$ cat config.mk
export PLATFORM = sky130hd
export DESIGN_NAME = reg_bank_sb
export DESIGN_NICKNAME = d
export VERILOG_FILES = /design/src/rtl/reg_bank_sb.sv
export SDC_FILE = /design/constraint.sdc
export NUM_CORES = 1
export LEC_CHECK = 0
export CAP_MARGIN = 20
export CORE_ASPECT_RATIO = 1.25
export CORE_UTILIZATION = 50
export CTS_CLUSTER_SIZE = 25
export DETAILED_ROUTE_END_ITERATION = 12
export PLACE_DENSITY = 0.67
export SYNTH_ARGS = -nofsm -noshare
export SYNTH_HDL_FRONTEND = slang
export SYNTH_SLANG_ARGS = --single-unit
$ cat constraint.sdc
create_clock -name clk -period 50.6 [get_ports clk]
set_input_delay 12.65 -clock clk [delete_from_list [all_inputs] [get_ports clk]]
set_output_delay 12.65 -clock clk [all_outputs]
set_load 0.005 [all_outputs]
$ cat src/rtl/reg_bank_sb.sv
// Register file with two combinational read ports, one write-back port, optional zero register,
// write-to-read bypass and a per-register busy scoreboard for RAW hazard detection.
module reg_bank_sb #(
    parameter int unsigned DATA_W   = 16,
    parameter int unsigned ADDR_W   = 5,
    parameter int unsigned ZERO_REG = 1,
    parameter int unsigned BYPASS   = 1
) (
    input  logic              clk,
    input  logic              rst,
    input  logic [ADDR_W-1:0] ra1,
    input  logic [ADDR_W-1:0] rb1,
    output logic [DATA_W-1:0] ar1,
    output logic [DATA_W-1:0] br1,
    output logic              busy_a,
    output logic              busy_b,
    input  logic              we,
    input  logic [ADDR_W-1:0] rw,
    input  logic [DATA_W-1:0] wd,
    input  logic              alloc_en,
    input  logic [ADDR_W-1:0] alloc_addr,
    output logic [ADDR_W:0]   n_busy
);

    localparam int unsigned NREGS = 1 << ADDR_W;

    logic [DATA_W-1:0] regs_q [NREGS];
    logic [NREGS-1:0]  busy_q, busy_d;
    logic [ADDR_W:0]   n_busy_q, n_busy_d;
    logic              wr_ok, alloc_ok, byp_ok;

    assign wr_ok    = we && !((ZERO_REG != 0) && (rw == '0));
    assign alloc_ok = alloc_en && !((ZERO_REG != 0) && (alloc_addr == '0));
    // Bypass is gated during reset so the read ports show the cleared state.
    assign byp_ok   = (BYPASS != 0) && !rst && we;

    // Allocate is applied after the write-back clear so a new producer wins a collision.
    always_comb begin
        busy_d = busy_q;
        if (wr_ok) begin
            busy_d[rw] = 1'b0;
        end
        if (alloc_ok) begin
            busy_d[alloc_addr] = 1'b1;
        end
        n_busy_d = '0;
        for (int i = 0; i < int'(NREGS); i++) begin
            n_busy_d = n_busy_d + (ADDR_W + 1)'(busy_d[i]);
        end
    end

    always_ff @(posedge clk or posedge rst) begin
        if (rst) begin
            for (int i = 0; i < int'(NREGS); i++) begin
                regs_q[i] <= '0;
            end
            busy_q   <= '0;
            n_busy_q <= '0;
        end else begin
            if (wr_ok) begin
                regs_q[rw] <= wd;
            end
            busy_q   <= busy_d;
            n_busy_q <= n_busy_d;
        end
    end

    assign n_busy = n_busy_q;

    always_comb begin
        ar1    = regs_q[ra1];
        busy_a = busy_q[ra1];
        if (byp_ok && (rw == ra1)) begin
            ar1    = wd;
            busy_a = 1'b0;
        end
        if ((ZERO_REG != 0) && (ra1 == '0)) begin
            ar1    = '0;
            busy_a = 1'b0;
        end
    end

    always_comb begin
        br1    = regs_q[rb1];
        busy_b = busy_q[rb1];
        if (byp_ok && (rw == rb1)) begin
            br1    = wd;
            busy_b = 1'b0;
        end
        if ((ZERO_REG != 0) && (rb1 == '0)) begin
            br1    = '0;
            busy_b = 1'b0;
        end
    end

endmodule

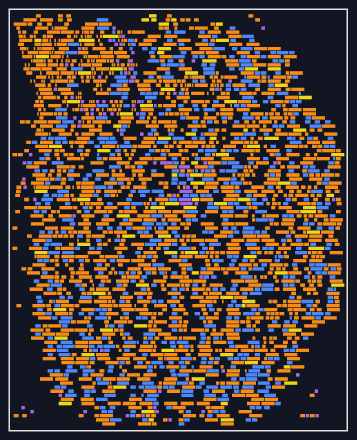
run_1/sizes.png
(1.5 px per um)
- orange: _0 and _1 cells (cells 1448)
- purple: _3 and _4 cells (cells 75)
- blue: _2 cells (cells 673)
- yellow: _6 and larger (cells 90)
Setup WS post-layout: 21.50 ns
area grow syn2layout: 10.9%

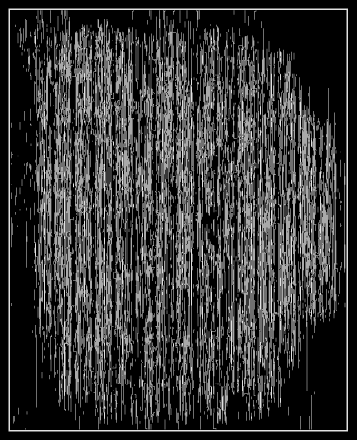
run_1/layer_met2.png
(1.5 px per um)
- longest straight run: 95.2 um
- main direction: vertical
fraction of met2 tracks used by global routing: 50.6%
via count: 20872
routed wire length: 97900 um

==> impl_metrics.env, run 1 <==
# yosys + openroad results
export IMPL_outcome="finished, final reports clean"
export IMPL_number_of_cells_in_yosys_stat=2252
export IMPL_cp_required_ns=37.95
export IMPL_max_slew_margin_rel_pct=14.7
export IMPL_worst_ep_arrival_time_ns=16.45
export IMPL_cts_repair_resize_count=0
export IMPL_grt_use_met1_pct=41.4
export IMPL_ys_area_um2=30900
export IMPL_detailedPlacementHpwl_um=58900
export IMPL_via_count_of_the_first_global_routing_pass=21735
export IMPL_ys_warnings_count=0
export IMPL_final_hold_fails=0
export IMPL_power_density_nw_per_um2=44.8
export IMPL_final_max_slew_viol_count=0
export IMPL_worst_path_max_delay_cell="sky130_fd_sc_hd__buf_4"
export IMPL_total_leakage_power_nw=15.1
export IMPL_place_port_buffers=79
export IMPL_syn_mean_instance_area_um2=13.7
export IMPL_synth_cell_area_um2=30900
export IMPL_setup_viol=0
export IMPL_edf_count=0
export IMPL_final_min_clock_period_ns=29.10
export IMPL_syn_instance_count=2252
export IMPL_dr_first_iter_drc_count=2069
export IMPL_ctsLongestPathBuffers=3
export IMPL_holdWs_ns=0.398
export IMPL_place_gp_congestion=0.879
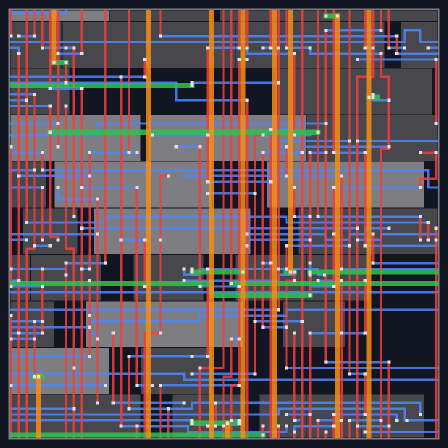
run_1/detail.png
Window x 100 to 125, y 128 to 153 um. Cells in gray, sequential cells in the stronger gray; small squares are vias.
- orange: metal 4
- blue: metal 1
- red: metal 2
- green: metal 3
- sequential cells in the window: 7
- cells with their middle in the window: 28
- most frequent: dfrtp_1 (7), mux2_2 (6), mux2i_1 (3)
- netlist names of flops here include: `regs_q` (7)

[run 1: metrics by stage]
stage	std cells	utilization [%]	power, W	worst slack (ns)
after floorplan	2252	-	0.000982	22.57
after global placement	2994	52.8	0.00109	21.59
after detailed placement	2998	53.0	0.00111	21.57
after CTS	3104	56.1	0.00154	21.56
after global routing	3110	56.3	0.00163	21.36
final	3111	56.3	0.00154	21.50
[run 1: flip-flops by register name, indices dropped and copies added (netlist names)]
| register | cells |
|---|---|
| busy_q | 32 |
| regs_q | 512 |
| n_busy | 6 |
[run 1: kinds of logic (layout without fill, tap and decap cells)]
family          count (synthesis)  count (layout)  synth area share, %
simple gates                  175             175                 4.06
xor+xnor                       13              13                0.368
other cells                     0               1                    0
fa+ha+maj                      31              31                 1.84
compound gates                284             284                 7.05
flops                         550             550                 44.5
buf+inv                       269             303                 4.23
mux                           930             930                 37.9
[run 1: final cells by class]
cell class,count,share of cell area [%]
diodes,1,0.00730
clock buffers,83,4.74
clock inverters,23,0.690
inverters,42,0.482
multi-input cells,1433,46.4
flip-flops and latches,550,40.1
well taps,824,3.01
repair buffers,155,4.53
[run 1: placed cells by master, fill, tap and decap left out, types with 40 or more instances in the layout]
cell                              netlist  layout
sky130_fd_sc_hd__dfrtp_1              550     550
sky130_fd_sc_hd__clkbuf_16              0      59
sky130_fd_sc_hd__nand2_1               40      40
sky130_fd_sc_hd__buf_4                 20      65
sky130_fd_sc_hd__mux2i_1              290     290
sky130_fd_sc_hd__mux4_2               144     144
sky130_fd_sc_hd__inv_1                 42      41
sky130_fd_sc_hd__clkdlybuf4s50_1        0      74
sky130_fd_sc_hd__a22oi_1              159     159
sky130_fd_sc_hd__mux2_2               489     489
[run 1: power by group]
group	internal, W	switching, W
clock network	0.000243	0.000184
registers	0.000533	0.0000656
logic	0.000267	0.000243
[run 1: worst max path at each step]
stage,end,cells after the start,startpoint
after floorplan,busy_q[0],1,rst
after global placement,ar1[10],8,ra1[1]
after detailed placement,ar1[10],8,ra1[1]
after CTS,ar1[10],8,ra1[1]
after global routing,ar1[15],8,ra1[0]
final,ar1[9],8,ra1[1]
[run 1: per-layer routing]
layer / up-vias / wire length, um
li1: 8617 / -
met1: 11098 / 38700
met2: 903 / 47000
met3: 254 / 6670
met4: 0 / 5500
met5: - / 0
run_1/flops_by_reg.png
(1.5 px per um) Other cells in gray.
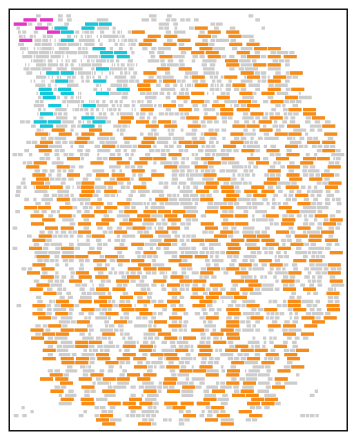

==> inputs of run 2 (changes only) <==
--- a/config.mk
+++ b/config.mk
@@ -10,7 +10,7 @@
 export CORE_UTILIZATION = 50
 export CTS_CLUSTER_SIZE = 25
 export DETAILED_ROUTE_END_ITERATION = 12
-export PLACE_DENSITY = 0.67
+export PLACE_DENSITY = 0.69
 export SYNTH_ARGS = -nofsm -noshare
 export SYNTH_HDL_FRONTEND = slang
 export SYNTH_SLANG_ARGS = --single-unit
==> constraint.sdc (replaced) <==
create_clock -name clk -period 23.9 [get_ports clk]
set_input_delay 5.975 -clock clk [delete_from_list [all_inputs] [get_ports clk]]
set_output_delay 5.975 -clock clk [all_outputs]
set_load 0.005 [all_outputs]
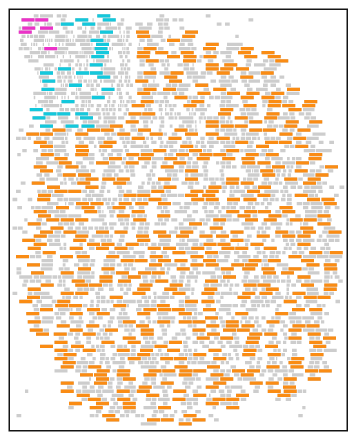
run_2/flops_by_reg.png
(1.5 px per um) Other cells in gray.
- orange: `regs_q` (sequential cells 512; where all over the die)
- cyan: `busy_q` (sequential cells 32; where top left)
- magenta: `n_busy` (sequential cells 6; where top left)
register cell area after layout: 13800 um2
Seq area share: 40.0%
power consumed by sequential cells: 0.00126 W
Final Core Density: 56.4%

==> impl_metrics.env, run 2 <==
# yosys + openroad results
export IMPL_ctsLongestPathBuffers=3
export IMPL_layout_top_cell_excl_fill_tap="sky130_fd_sc_hd__dfrtp_1"
export IMPL_ys_seq_share_pct=44.5
export IMPL_final_setup_tns_ns=0
export IMPL_chipArea_um2=62800
export IMPL_final_cell_mix="sky130_fd_sc_hd__dfrtp_1, sky130_fd_sc_hd__mux2_2, sky130_fd_sc_hd__mux2i_1"
export IMPL_synth_seq_cells=550
export IMPL_cts_repair_resize_count=0
export IMPL_ys_area_um2=30900
export IMPL_final_hold_fails=0
export IMPL_max_slew_margin_rel_pct=18.4
export IMPL_registers_top_by_ff_count="regs_q"
export IMPL_antenna_diode_count=0
export IMPL_openroad_warnings=32
export IMPL_place_gp_congestion=0.854
export IMPL_cp_required_ns=17.93
export IMPL_number_of_cells_in_yosys_stat=2252
export IMPL_power_density_nw_per_um2=97.1
export IMPL_core_um2=60900
export IMPL_detailedPlacementHpwl_um=57400
export IMPL_clock_sinks=550
export IMPL_final_min_clock_period_ns=15.75
export IMPL_final_max_slew_viol_count=0
export IMPL_outcome="finished, final reports clean"
export IMPL_hold_path_class="reg2reg"
export IMPL_fp_util_pct=50.8
export IMPL_worst_ep_arrival_time_ns=9.78
export IMPL_die_size_y_um=280
export IMPL_syn_instance_count=2252
export IMPL_top_cells_by_area="sky130_fd_sc_hd__dfrtp_1, sky130_fd_sc_hd__mux2_2, sky130_fd_sc_hd__mux4_2"
export IMPL_place_port_buffers=79
export IMPL_ys_warnings_count=0
export IMPL_grt_start_max_net_pins=195
export IMPL_grt_first_pass_wirelength_um=142000
export IMPL_source_to_sink_clock_delay_at_the_later_pin_of_the_worst_skew_pair_ns=0.64
export IMPL_setup_viol=0
export IMPL_largest_register_ff_count=512
export IMPL_detailroute_via_count=21091
export IMPL_cts_hold_buffers=0
export IMPL_totalWireLength_um=96100
export IMPL_syn_mean_instance_area_um2=13.7
export IMPL_synth_top_cell_by_area="sky130_fd_sc_hd__dfrtp_1"
export IMPL_tritoncts="built"
export IMPL_power_ir_vdd_worst_uv=427
export IMPL_edf_count=0
export IMPL_via_count_of_the_first_global_routing_pass=21899
export IMPL_synth_cell_area_um2=30900
export IMPL_yosysTopAreaCellShare_pct=44.5
export IMPL_dr_first_iter_drc_count=2023
export IMPL_total_leakage_power_nw=15.2
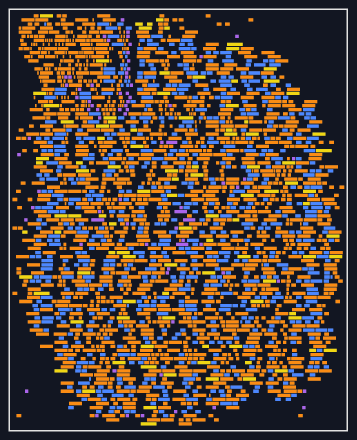
run_2/sizes.png
(1.5 px per um)
- blue: _2 cells (cells 669)
- yellow: _6 and larger (cells 99)
- purple: _3 and _4 cells (cells 73)
- orange: _0 and _1 cells (cells 1443)
Final Instance Area: 34400 um2
Setup WS post-layout: 8.15 ns
count of buffers not belonging to the clock network in the layout: 152
area grow syn2layout: 11.2%

==> run 2: cell count changes in the layout (fill, tap and decap cells not counted), sizes merged <==
| cell | delta |
|---|---|
| clkinv | -9 |
| bufinv | +3 |
| inv | -1 |
| buf | -4 |
| clkbuf | +7 |
| diode | -1 |
| clkinvlp | +2 |
==> run 2: final timing paths <==
check | start | depth (start not counted) | slack [ns] | endpoint
setup / recovery | rb1[0] | 7 | 8.15 | br1[8]
hold / removal | regs_q[505] | 0 | 0.40 | regs_q[505]
setup reg to reg | busy_q[27] | 14 | 18.95 | n_busy[4]
hold reg to reg | regs_q[505] | 0 | 0.40 | regs_q[505]
max in group asynchronous | rst | 4 | 15.50 | regs_q[9]
min in group asynchronous | rst | 2 | 5.98 | regs_q[221]
==> run 2: cell families after synthesis <==
group	count (synthesis)	share of synthesized area, %
fa+ha+maj	31	1.84
mux	930	37.9
flops	550	44.5
simple gates	175	4.06
xor+xnor	13	0.368
buf+inv	269	4.23
compound gates	284	7.05
==> run 2: metal layers <==
metal / vias up / wire (um) / GRT usage [%]
met1: 11197 / 37500 / 40.4
met3: 297 / 7030 / 5.27
li1: 8606 / - / -
met4: 4 / 5520 / 15.9
met5: - / 25 / 0
met2: 987 / 46000 / 50.0
==> run 2: power breakdown <==
group          internal (W)  total (W)  switching, W
Clock              0.000580   0.000967      0.000387
Sequential          0.00113    0.00126      0.000135
Combinational      0.000571    0.00111      0.000535
==> run 2: final cells by class <==
| cell class | count | area, um2 | share of cell area, % |
|---|---|---|---|
| Clock buffer | 89 | 1760 | 5.12 |
| Clock inverter | 18 | 280 | 0.815 |
| Inverter | 42 | 165 | 0.481 |
| Multi-Input combinational cell | 1433 | 15900 | 46.2 |
| Sequential cell | 550 | 13800 | 40.0 |
| Tap cell | 824 | 1030 | 3.00 |
| Timing Repair Buffer | 152 | 1480 | 4.30 |
==> run 2: stage by stage <==
stage | setup WS, ns | area [um2] | total power (W) | cells | hold WS, ns
after floorplan | 2.55 | 30900 | 0.00208 | 2252 | 0.441
after global placement | 7.93 | 32200 | 0.00232 | 2993 | 0.378
after detailed placement | 8.18 | 32200 | 0.00238 | 2996 | 0.383
after CTS | 8.16 | 34300 | 0.00335 | 3103 | 0.398
after global routing | 7.95 | 34400 | 0.00355 | 3108 | 0.410
final | 8.15 | 34400 | 0.00334 | 3108 | 0.399
==> run 2: critical path, stage by stage <==
cell and delay [ns]:
sky130_fd_sc_hd__buf_6 0.57, sky130_fd_sc_hd__buf_4 0.74, sky130_fd_sc_hd__and4b_1 1.13, sky130_fd_sc_hd__a22oi_1 0.22
sky130_fd_sc_hd__and4_1 0.27, sky130_fd_sc_hd__a32o_1 0.27, sky130_fd_sc_hd__clkdlybuf4s50_1 0.49
Power is estimated from default activity; no workload was simulated.
